==> images/detail.png <==
Window x 89 to 109, y 89 to 109 um. Cells in grey, sequential cells in the stronger grey; small squares are vias.
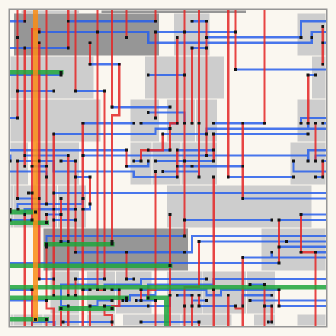
==> images/sizes.png <==
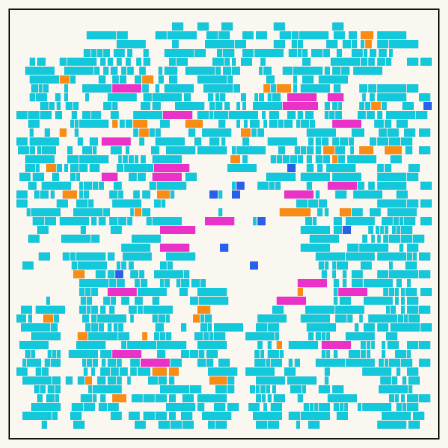
==> images/cell_density.png <==
The die is cut into 13 by 13 equal tiles; white is low, dark blue is high, 0 to 100% covered.
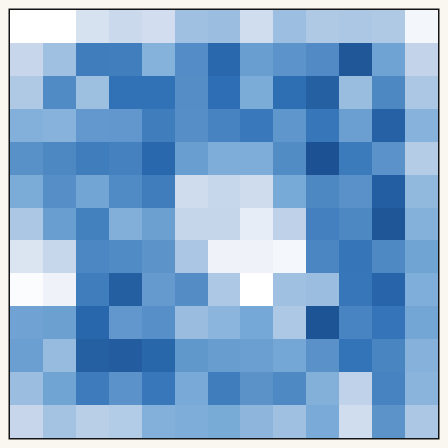
==> images/placement.png <==
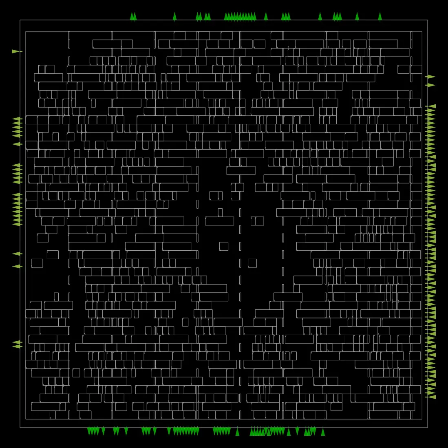
==> images/io_placement.png <==
The bar under the picture is 50 um long. Pins as bars across the die edge, other pins in grey.
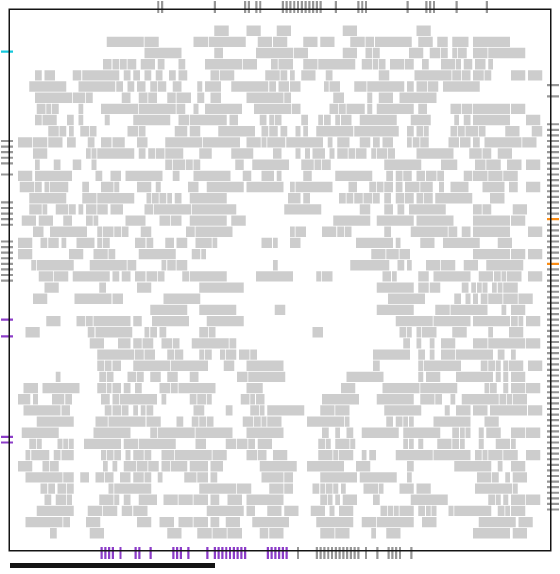
==> config.mk <==
export PLATFORM = sky130hd
export DESIGN_NAME = cpu_stats
export DESIGN_NICKNAME = d
export VERILOG_FILES = /design/src/rtl/cpu_stats_pkg.sv /design/src/rtl/sat_counter.sv /design/src/rtl/cpu_stats.sv
export SDC_FILE = /design/constraint.sdc
export NUM_CORES = 1
export LEC_CHECK = 0
export CAP_MARGIN = 20
export CORE_MARGIN = 1.5
export CORE_UTILIZATION = 40
export DETAILED_ROUTE_END_ITERATION = 6
export PLACE_DENSITY = 0.65
export SETUP_SLACK_MARGIN = 0.05
export SKIP_LAST_GASP = 1
export SLEW_MARGIN = 30
export SYNTH_ARGS = -nofsm -noshare
export SYNTH_HDL_FRONTEND = slang
export SYNTH_HIERARCHICAL = 1
export SYNTH_SLANG_ARGS = --single-unit
==> constraint.sdc <==
create_clock -name clk -period 6.09 [get_ports clk]
set_input_delay 0.609 -clock clk [delete_from_list [all_inputs] [get_ports clk]]
set_output_delay 0.609 -clock clk [all_outputs]
set_load 0.02 [all_outputs]
==> src/rtl/cpu_stats_pkg.sv <==
// Shared definitions for the CPU run-control and statistics unit.
package cpu_stats_pkg;

  typedef enum logic [1:0] {
    ST_IDLE = 2'd0,
    ST_RUN  = 2'd1,
    ST_HALT = 2'd2
  } state_e;

  // Largest 8-digit decimal value the display can show.
  localparam int unsigned CNT_MAX_DEFAULT = 99_999_999;

endpackage

==> src/rtl/sat_counter.sv <==
// Saturating up-counter with synchronous clear and asynchronous reset.
module sat_counter #(
  parameter int unsigned      WIDTH = 32,
  parameter logic [WIDTH-1:0] MAX   = '1
) (
  input  logic             clk,
  input  logic             rst,
  input  logic             clr,
  input  logic             en,
  output logic [WIDTH-1:0] q
);

  logic [WIDTH-1:0] q_q;
  logic [WIDTH-1:0] q_d;

  always_comb begin
    q_d = q_q;
    if (clr) begin
      q_d = '0;
    end else if (en && (q_q < MAX)) begin
      q_d = q_q + {{(WIDTH-1){1'b0}}, 1'b1};
    end
  end

  always_ff @(posedge clk or posedge rst) begin
    if (rst) begin
      q_q <= '0;
    end else begin
      q_q <= q_d;
    end
  end

  assign q = q_q;

endmodule

==> src/rtl/cpu_stats.sv <==
// Run-control FSM, statistics counters and syscall-34 LED latch for the CPU.
//   state   | meaning
//   IDLE    | waiting for a start edge after reset or clear
//   RUN     | CPU enabled, counters live
//   HALT    | syscall-10 seen, counters frozen until the next start edge
module cpu_stats
  import cpu_stats_pkg::*;
#(
  parameter int unsigned WIDTH   = 32,
  parameter int unsigned CNT_MAX = CNT_MAX_DEFAULT
) (
  input  logic             clk,
  input  logic             rst,
  input  logic             start,
  input  logic             clear,
  input  logic             halt_req,
  input  logic             uncondi_retire,
  input  logic             condi_taken,
  input  logic             led_req,
  input  logic [31:0]      led_req_data,
  output logic             cpu_run,
  output logic [1:0]       state,
  output logic [WIDTH-1:0] total_cycles,
  output logic [WIDTH-1:0] uncondi_branch_num,
  output logic [WIDTH-1:0] condi_branch_num,
  output logic [31:0]      led_data_out,
  output logic             led_cpu_enable
);

  state_e      state_q, state_d;
  logic        start_q;
  logic [31:0] led_data_q, led_data_d;
  logic        led_en_q, led_en_d;
  logic        start_rise;
  logic        in_run;

  assign start_rise = start & ~start_q;
  assign in_run     = (state_q == ST_RUN);

  always_comb begin
    state_d    = state_q;
    led_data_d = led_data_q;
    led_en_d   = 1'b0;
    if (clear) begin
      state_d    = ST_IDLE;
      led_data_d = '0;
    end else begin
      unique case (state_q)
        ST_IDLE: if (start_rise) state_d = ST_RUN;
        ST_RUN:  if (halt_req)   state_d = ST_HALT;
        ST_HALT: if (start_rise) state_d = ST_RUN;
        default: state_d = ST_IDLE;
      endcase
      if (in_run && led_req) begin
        led_data_d = led_req_data;
        led_en_d   = 1'b1;
      end
    end
  end

  // start_q resets high so a button held through reset is not seen as an edge.
  always_ff @(posedge clk or posedge rst) begin
    if (rst) begin
      state_q    <= ST_IDLE;
      start_q    <= 1'b1;
      led_data_q <= '0;
      led_en_q   <= 1'b0;
    end else begin
      state_q    <= state_d;
      start_q    <= start;
      led_data_q <= led_data_d;
      led_en_q   <= led_en_d;
    end
  end

  sat_counter #(.WIDTH(WIDTH), .MAX(WIDTH'(CNT_MAX))) u_total (
    .clk (clk), .rst (rst), .clr (clear),
    .en  (in_run),
    .q   (total_cycles)
  );

  sat_counter #(.WIDTH(WIDTH), .MAX(WIDTH'(CNT_MAX))) u_uncondi (
    .clk (clk), .rst (rst), .clr (clear),
    .en  (in_run & uncondi_retire),
    .q   (uncondi_branch_num)
  );

  sat_counter #(.WIDTH(WIDTH), .MAX(WIDTH'(CNT_MAX))) u_condi (
    .clk (clk), .rst (rst), .clr (clear),
    .en  (in_run & condi_taken),
    .q   (condi_branch_num)
  );

  assign cpu_run        = in_run;
  assign state          = state_q;
  assign led_data_out   = led_data_q;
  assign led_cpu_enable = led_en_q;

endmodule

==> qor.yml <==
maxCapViolations: 0
critPathArrivalTime_ns: 3.39
drc: 0
seq_area_frac_synth_pct: 50.0
n_antenna_cell: 0
drv_slew: 0
min_path_type: "flip-flop to flip-flop"
final_cell_area_mm2: 0.00902
cts_setup_buffers: 0
yosys_cells: 709
ctsRootBufferMaster: "clkbuf_16"
top_area_share_pct: 49.6
antenna_left: 0
syn_inst: 709
seq_power_share_pct: 43.7
outcome: "finished clean"
p_total_w: 0.00204
grt_pass1_vias: 5816
cts_max_level: 4
synth.distinct_cells: 44
cts_buffer_depth: 2
cts_resized: 0
hold_viol_final: 0
logic_area_mm2: 0.00302
ys.flop_type: "dfrtp_1"
grt_pass1_wl_um: 30100
area_delta_synth_final_pct: 36.6
cellPowerDensity_mw_per_mm2: 226
io_pins: 172
crit_type: "flip-flop to flip-flop"
p_sw_w: 0.000442
firstDrtPassIters: 5
finalSetupViolations: 0
grt_antenna_before_repair: 0
cellLeakagePower_nw: 3.35
place_congestion: 0.808
grt_usage_pct: 21.1
pwr-share-clk_pct: 50.7
rsz0062_at_grt: "false"
p_int_w: 0.00159
path_cells: "and2b_1, and2_1, nor4b_2, o311ai_1, a211o_1, nor4_1, mux2_2"
crit_buf_inv: 0
clkLatencyLatePin_ns: 0.42
## Picture notes: detail.png
metal 2 -> red
metal 3 -> green
metal 4 -> orange
metal 1 -> blue
cells with their middle in the window = 28
netlist names of flops here include = u_uncondi/q (2)
sequential cells in the window = 2
most frequent = a21oi_1 (4), o21ai_0 (3), or4_1 (3)

## Picture notes: sizes.png
_3 and _4 cells -> blue  # cells 10, share 1.1%, most used buf_4
_0 and _1 cells -> cyan  # cells 812, share 92%, most used clkdlybuf4s50_1
_6 and larger -> magenta  # cells 22, share 2.5%, most used clkbuf_16
_2 cells -> orange  # cells 37, share 4.2%

## Picture notes: cell_density.png
mean over tiles = 51%
fullest tile = 86%
nearly empty tiles = 2.4%
densest ninth of the die = right middle
FP Util: 41.3%
core area: 0.0160 mm2
Final Core Density: 56.4%

## Picture notes: placement.png
fillers: 1463
# rows: 46
number of flip-flops and latches: 132

## Picture notes: io_placement.png
condi_branch_num -> purple  # pins 32, direction output, edge 28 bottom, 4 left
state -> orange  # pins 2, direction output, edge right
clk -> cyan  # pins 1, direction input, edge left

==> cell usage in the layout (no fill, tap or decap), types with 17 or more instances in the layout <==
cell               n
o31ai_1           27
o21ai_0           27
or3_1             27
clkbuf_16         17
nand3_1           36
nand2_1           95
or4_1             30
nor2_1            32
dfrtp_1          131
nor2b_1           18
nand4_1           18
clkdlybuf4s50_1  170
inv_1             20
a21oi_1          105
==> worst min-delay path, cell delays in order, from the launching register on <==
cell and delay (ns):
dfrtp_1 0.37, nand2_1 0.06, a21oi_1 0.05
==> synthesized netlist by cell type (18+ instances only) <==
cell      instances
nor2_1           32
nand4_1          18
dfrtp_1         131
nand2_1          95
nor2b_1          18
clkbuf_1         20
or4_1            30
o31ai_1          27
inv_1            20
nand3_1          36
or3_1            27
o21ai_0          27
a21oi_1         105
==> flip-flops by register name, summed over array words and instances (netlist names) <==
name / count
led_data_out: 32
led_cpu_enable: 1
u_uncondi/q: 32
u_condi/q: 32
u_total/q: 32
state: 2
start_q: 1
==> per-stage QoR <==
step	instances	util, %	hold slack (ns)	setup slack [ns]
6_report	1097	56.4	0.521	3.00
4_1_cts	1097	56.4	0.523	3.03
5_1_grt	1097	56.4	0.541	2.79
3_3_place_gp	1065	52.7	0.509	2.99
2_1_floorplan	709	-	0.612	3.52
3_5_place_dp	1065	52.7	0.514	2.92
==> worst paths after layout <==
| check | start | end | cells after the start |
|---|---|---|---|
| hold reg to reg | led_data_out[24] | led_data_out[24] | 2 |
| max in group asynchronous | rst | start_q | 3 |
| min in group asynchronous | rst | u_uncondi/q[6] | 3 |
| hold / removal | led_data_out[24] | led_data_out[24] | 2 |
| setup reg to reg | state[1] | u_uncondi/q[16] | 7 |
| setup / recovery | state[1] | u_uncondi/q[16] | 7 |
==> cell families (layout without fill, tap and decap cells) <==
logic type               count (synthesis)  after routing  synth area share (%)
AND-OR/OR-AND                          193            193                  17.3
XOR/XNOR                                 9              9                  1.19
adder cells (fa/ha/maj)                  3              3                 0.568
buffers and inverters                   58            230                  4.34
flip-flops                             132            132                  50.0
multiplexers                             3              3                 0.511
AND/OR/NAND/NOR                        311            311                  26.0
==> power groups by stage <==
| stage | clock [W] | sequential (W) | combinational, W |
|---|---|---|---|
| after floorplan | 0 | 0.000914 | 0.0000490 |
| after global placement | 0 | 0.000906 | 0.000114 |
| after detailed placement | 0 | 0.000906 | 0.000116 |
| after CTS | 0.00105 | 0.000890 | 0.000117 |
| after global routing | 0.00109 | 0.000891 | 0.000126 |
| final | 0.00103 | 0.000891 | 0.000114 |
==> area by class of cell <==
type,count,area share [%]
clock buffer,22,5.14
clock inverter,10,1.44
inverter,20,0.832
multi-input combinational,519,33.4
sequential,132,36.6
tap,216,3.00
timing repair buffer,178,19.5
==> routing by layer <==
metal | vias up | wire length, um | GRT usage (%) | part of all wire, %
li1 | 2912 | - | - | -
met1 | 2962 | 8500 | 28.2 | 47
met2 | 164 | 8520 | 33.6 | 47
met3 | 27 | 893 | 4.71 | 4.9
met4 | 0 | 330 | 7.53 | 1.8
met5 | - | 0 | 0 | 0
Power and IR drop assume default switching activity.
